File: config.mk
export PLATFORM = sky130hd
export DESIGN_NAME = fetch_unit_flat
export DESIGN_NICKNAME = d
export VERILOG_FILES = /design/src/rtl/fetch_unit_pkg.sv /design/src/rtl/fetch_unit_if.sv /design/src/rtl/fetch_unit_bht.sv /design/src/rtl/fetch_unit.sv /design/src/flat_wrapper.sv
export SDC_FILE = /design/constraint.sdc
export NUM_CORES = 1
export LEC_CHECK = 0
export ABC_AREA = 1
export CAP_MARGIN = 20
export CELL_PAD_IN_SITES_DETAIL_PLACEMENT = 1
export CELL_PAD_IN_SITES_GLOBAL_PLACEMENT = 1
export CORE_MARGIN = 3
export CORE_UTILIZATION = 30
export DETAILED_ROUTE_END_ITERATION = 8
export PLACE_DENSITY = 0.64
export SYNTH_ARGS = -nofsm -noshare
export SYNTH_HDL_FRONTEND = slang
export SYNTH_SLANG_ARGS = --single-unit
File: constraint.sdc
create_clock -name in_clk -period 5.3 [get_ports in_clk]
set_clock_uncertainty 0.15 [all_clocks]
set_input_delay 0.53 -clock in_clk [delete_from_list [all_inputs] [get_ports in_clk]]
set_output_delay 0.53 -clock in_clk [all_outputs]
set_load 0.01 [all_outputs]
File: src/rtl/fetch_unit_pkg.sv
// Shared fetch/control definitions: opcodes, immediate extraction, fetch FSM
// states and the fetch-queue entry layout.
package fetch_unit_pkg;

  localparam logic [6:0] BRANCH  = 7'b1100011;
  localparam logic [6:0] JAL_Op  = 7'b1101111;
  localparam logic [6:0] JALR_Op = 7'b1100111;

  localparam int unsigned QUEUE_DEPTH = 2;

  typedef enum logic [1:0] {
    IDLE,
    WAIT,
    DROP
  } fetch_state_e;

  typedef struct packed {
    logic [31:0] inst;
    logic [63:0] pc;
    logic        pred;
  } fetch_entry_t;

  function automatic logic [63:0] b_imm(input logic [31:0] inst);
    return {{52{inst[31]}}, inst[7], inst[30:25], inst[11:8], 1'b0};
  endfunction

  function automatic logic [63:0] j_imm(input logic [31:0] inst);
    return {{44{inst[31]}}, inst[19:12], inst[20], inst[30:21], 1'b0};
  endfunction

endpackage

File: src/rtl/fetch_unit_if.sv
// Fetch stage bus: instruction memory port, decode-side queue head, redirect
// and branch-resolution update. master = fetch unit, slave = environment.
interface fetch_unit_if;
  logic        out_imem_req;
  logic [63:0] out_imem_addr;
  logic        in_imem_ack;
  logic [31:0] in_imem_data;
  logic [31:0] out_inst;
  logic [63:0] out_pc;
  logic        out_prediction;
  logic        out_valid;
  logic        in_ready;
  logic        in_flush;
  logic [63:0] in_redirect_pc;
  logic        in_bht_upd_en;
  logic [63:0] in_bht_upd_pc;
  logic        in_bht_upd_taken;

  modport master (
    output out_imem_req, out_imem_addr, out_inst, out_pc, out_prediction, out_valid,
    input  in_imem_ack, in_imem_data, in_ready, in_flush, in_redirect_pc,
           in_bht_upd_en, in_bht_upd_pc, in_bht_upd_taken
  );

  modport slave (
    input  out_imem_req, out_imem_addr, out_inst, out_pc, out_prediction, out_valid,
    output in_imem_ack, in_imem_data, in_ready, in_flush, in_redirect_pc,
           in_bht_upd_en, in_bht_upd_pc, in_bht_upd_taken
  );
endinterface

File: src/rtl/fetch_unit_bht.sv
// Branch history table: 2-bit saturating counters, combinational read port
// (returns pre-update value) and one synchronous update port.
module branch_history_table #(
  parameter int unsigned IDX_W = 6
) (
  input  logic             in_clk,
  input  logic             in_rst,
  input  logic [IDX_W-1:0] rd_idx,
  output logic [1:0]       rd_ctr,
  input  logic             upd_en,
  input  logic [IDX_W-1:0] upd_idx,
  input  logic             upd_taken
);

  localparam int unsigned ENTRIES = 1 << IDX_W;

  logic [ENTRIES-1:0][1:0] ctr;

  assign rd_ctr = ctr[rd_idx];

  always_ff @(posedge in_clk) begin
    if (in_rst) begin
      ctr <= {ENTRIES{2'b01}};
    end else if (upd_en) begin
      if (upd_taken && (ctr[upd_idx] != 2'b11)) begin
        ctr[upd_idx] <= ctr[upd_idx] + 2'd1;
      end else if (!upd_taken && (ctr[upd_idx] != 2'b00)) begin
        ctr[upd_idx] <= ctr[upd_idx] - 2'd1;
      end
    end
  end

endmodule

File: src/rtl/fetch_unit.sv
// Instruction fetch stage: PC, single outstanding imem request, next-PC
// prediction and a 2-entry instruction queue. FETCH_BHT_EN enables the BHT.
module fetch_unit
  import fetch_unit_pkg::*;
#(
  parameter logic [63:0] RESET_PC  = 64'h0,
  parameter int unsigned BHT_IDX_W = 6
) (
  input logic          in_clk,
  input logic          in_rst,
  fetch_unit_if.master bus
);

  fetch_state_e state, state_n;
  logic [63:0]  pc;
  logic [63:0]  req_addr;
  logic [63:0]  issue_addr;
  logic [63:0]  pred_npc;
  logic         pred_taken;
  logic         bht_taken;
  logic         push, pop, issue, valid;
  logic [1:0]   count, count_n;
  logic         rd_ptr, wr_ptr;
  fetch_entry_t queue [QUEUE_DEPTH];
  fetch_entry_t head;

`ifdef FETCH_BHT_EN
  logic [1:0] bht_ctr;

  // Indexed by the address of the instruction being returned, not by pc.
  branch_history_table #(.IDX_W(BHT_IDX_W)) u_bht (
    .in_clk   (in_clk),
    .in_rst   (in_rst),
    .rd_idx   (req_addr[BHT_IDX_W+1:2]),
    .rd_ctr   (bht_ctr),
    .upd_en   (bus.in_bht_upd_en),
    .upd_idx  (bus.in_bht_upd_pc[BHT_IDX_W+1:2]),
    .upd_taken(bus.in_bht_upd_taken)
  );

  assign bht_taken = bht_ctr[1];
`else
  assign bht_taken = 1'b0;
`endif

  always_comb begin
    pred_npc   = req_addr + 64'd4;
    pred_taken = 1'b0;
    case (bus.in_imem_data[6:0])
      BRANCH: begin
        if (bht_taken) begin
          pred_npc   = req_addr + b_imm(bus.in_imem_data);
          pred_taken = 1'b1;
        end
      end
      JAL_Op: begin
        pred_npc   = req_addr + j_imm(bus.in_imem_data);
        pred_taken = 1'b1;
      end
      JALR_Op: pred_npc = req_addr + 64'd4;
      default: ;
    endcase
  end

  assign valid   = (count != 2'd0);
  assign push    = (state == WAIT) && bus.in_imem_ack && !bus.in_flush;
  assign pop     = valid && bus.in_ready && !bus.in_flush;
  assign count_n = count + {1'b0, push} - {1'b0, pop};

  always_comb begin
    state_n    = state;
    issue      = 1'b0;
    issue_addr = pc;
    case (state)
      IDLE: begin
        if (!bus.in_flush && (count_n < 2'd2)) issue = 1'b1;
      end
      WAIT: begin
        if (bus.in_flush) begin
          state_n = bus.in_imem_ack ? IDLE : DROP;
        end else if (bus.in_imem_ack) begin
          issue_addr = pred_npc;
          if (count_n < 2'd2) issue = 1'b1;
          else                state_n = IDLE;
        end
      end
      DROP: begin
        if (bus.in_imem_ack) state_n = IDLE;
      end
      default: state_n = IDLE;
    endcase
    if (issue) state_n = WAIT;
  end

  always_ff @(posedge in_clk) begin
    if (in_rst) begin
      state    <= IDLE;
      pc       <= RESET_PC;
      req_addr <= '0;
      count    <= '0;
      rd_ptr   <= 1'b0;
      wr_ptr   <= 1'b0;
      queue[0] <= '0;
      queue[1] <= '0;
    end else begin
      state <= state_n;
      if (issue) req_addr <= issue_addr;
      if (bus.in_flush) begin
        pc     <= bus.in_redirect_pc & ~64'h3;
        count  <= '0;
        rd_ptr <= 1'b0;
        wr_ptr <= 1'b0;
      end else begin
        if (push) begin
          queue[wr_ptr] <= '{inst: bus.in_imem_data, pc: req_addr, pred: pred_taken};
          wr_ptr        <= ~wr_ptr;
          pc            <= pred_npc;
        end
        if (pop) rd_ptr <= ~rd_ptr;
        count <= count_n;
      end
    end
  end

  assign head               = queue[rd_ptr];
  assign bus.out_inst       = head.inst;
  assign bus.out_pc         = head.pc;
  assign bus.out_prediction = head.pred;
  assign bus.out_valid      = valid;
  assign bus.out_imem_req   = (state != IDLE);
  assign bus.out_imem_addr  = req_addr;

endmodule

File: src/flat_wrapper.sv
// flat-port wrapper written by rule: the top's interface ports become plain ports
module fetch_unit_flat import fetch_unit_pkg::*;
#(
  parameter logic [63:0] RESET_PC  = 64'h0,
  parameter int unsigned BHT_IDX_W = 6
)
  (in_clk, in_rst, bus_out_imem_req, bus_out_imem_addr, bus_out_inst, bus_out_pc, bus_out_prediction, bus_out_valid, bus_in_imem_ack, bus_in_imem_data, bus_in_ready, bus_in_flush, bus_in_redirect_pc, bus_in_bht_upd_en, bus_in_bht_upd_pc, bus_in_bht_upd_taken);
  fetch_unit_if bus_i ();
  input logic in_clk;
  input logic in_rst;
  output wire logic [$bits(bus_i.out_imem_req)-1:0] bus_out_imem_req;
  output wire logic [$bits(bus_i.out_imem_addr)-1:0] bus_out_imem_addr;
  output wire logic [$bits(bus_i.out_inst)-1:0] bus_out_inst;
  output wire logic [$bits(bus_i.out_pc)-1:0] bus_out_pc;
  output wire logic [$bits(bus_i.out_prediction)-1:0] bus_out_prediction;
  output wire logic [$bits(bus_i.out_valid)-1:0] bus_out_valid;
  input wire logic [$bits(bus_i.in_imem_ack)-1:0] bus_in_imem_ack;
  input wire logic [$bits(bus_i.in_imem_data)-1:0] bus_in_imem_data;
  input wire logic [$bits(bus_i.in_ready)-1:0] bus_in_ready;
  input wire logic [$bits(bus_i.in_flush)-1:0] bus_in_flush;
  input wire logic [$bits(bus_i.in_redirect_pc)-1:0] bus_in_redirect_pc;
  input wire logic [$bits(bus_i.in_bht_upd_en)-1:0] bus_in_bht_upd_en;
  input wire logic [$bits(bus_i.in_bht_upd_pc)-1:0] bus_in_bht_upd_pc;
  input wire logic [$bits(bus_i.in_bht_upd_taken)-1:0] bus_in_bht_upd_taken;
  assign bus_out_imem_req = bus_i.out_imem_req;
  assign bus_out_imem_addr = bus_i.out_imem_addr;
  assign bus_out_inst = bus_i.out_inst;
  assign bus_out_pc = bus_i.out_pc;
  assign bus_out_prediction = bus_i.out_prediction;
  assign bus_out_valid = bus_i.out_valid;
  assign bus_i.in_imem_ack = bus_in_imem_ack;
  assign bus_i.in_imem_data = bus_in_imem_data;
  assign bus_i.in_ready = bus_in_ready;
  assign bus_i.in_flush = bus_in_flush;
  assign bus_i.in_redirect_pc = bus_in_redirect_pc;
  assign bus_i.in_bht_upd_en = bus_in_bht_upd_en;
  assign bus_i.in_bht_upd_pc = bus_in_bht_upd_pc;
  assign bus_i.in_bht_upd_taken = bus_in_bht_upd_taken;
  fetch_unit #(.RESET_PC(RESET_PC), .BHT_IDX_W(BHT_IDX_W)) u_core (.in_clk(in_clk), .in_rst(in_rst), .bus(bus_i));
endmodule
Fig. 1: a small window of the routed layout
Window x 182 to 232, y 182 to 232 microns. Cells in grey, sequential cells in the stronger grey; small squares are vias.
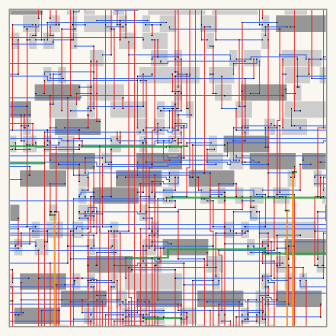
Red marks met2. Orange marks met4. Blue marks met1. Green marks met3.
Most frequent: nand2_1 (23), dfxtp_1 (21). 134 logic cells have their middle in the window. Netlist names of flops here include u_core.bus.out_imem_addr (8), u_core.pc (8), u_core.count (2). Sequential cells in the window: 22.

Fig. 2: clock routing
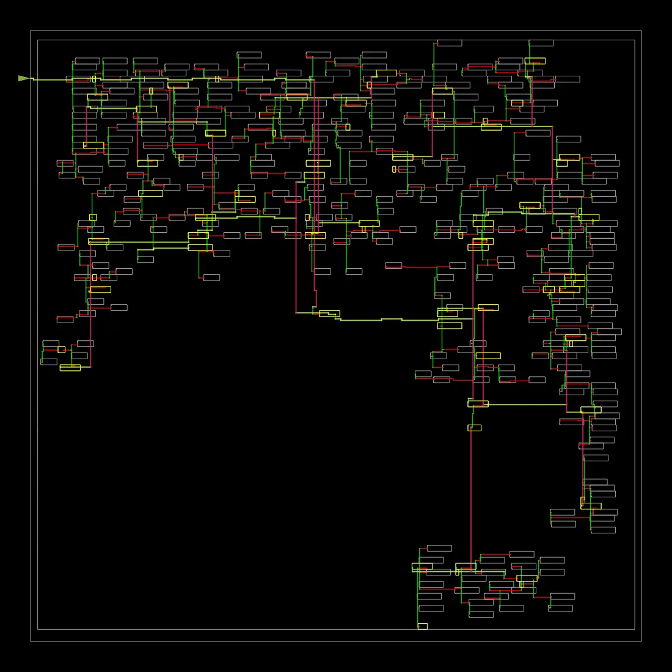
power consumed by the clock network: 2.85 mW
clock buffers: 52

==> run notes <==
flow finished, numbers: status finished clean, Compound-Gate Fraction of Synth Area approximately 8.7%, sequential cell area share a little under a third, Max Fclk ~270 MHz, shortest clock period the worst path allows after layout approximately 3700 ps, Registers, synthesis approximately 330, cell with the largest stage delay on the worst path sky130_fd_sc_hd__inv_2, clock share of power between 40% and 50%, non-clock buffer share of cell area between 10% and 20%, vias per inst 4.95, # hold bufs at CTS 0, measured slew at the worst slew-check pin 1060 ps, Max-area cell share 26.6%, post-synth area from yosys stat between 20000 and 25000 sq um, Post-Synth XOR/XNOR Area under 10%, Crit Reg-Reg Startpoint u_core.state[0], DP Worst Slack ~1100 ps, clock-pin slew on the worst setup and hold paths around 60 ps, highest-power group sequential cells, synthesized netlist cell count 3181, portion of the clock cycle consumed by the worst path in the final layout 69.6%, vias in the first global route about 22000, kind of end point of the critical path flip-flop, number of flip-flops under the largest register name between 150 and 200, worst rel slew slack between 20% and 30%, core box area 72000 sq um, CP Cell Sequence inv_1 -> nor2_1 -> nand2_1 -> nor2_4 -> inv_1 -> ha_1 -> inv_1 -> ha_1 -> xnor2_2 -> xor2_2 -> o2111ai_4 -> inv_2 -> buf_4 -> o21ai_0 -> o21a_1, post-cts sizing count 0, Power Dens Cells approximately 250 nW/um^2, total routing usage reported by global routing about 24%, Area growth syn-to-layout 23.1%, sequential-cell power consumption 2.88 mW, worst setup path endpoint u_core.bus.out_imem_addr[39], cell mode on critical path sky130_fd_sc_hd__inv_1, switching part of the total power a little over a quarter, grt met1 use a little under a third, Final Wtd Congestion between 0.9 and 1, via count ~22000
Power and IR drop assume default switching activity.
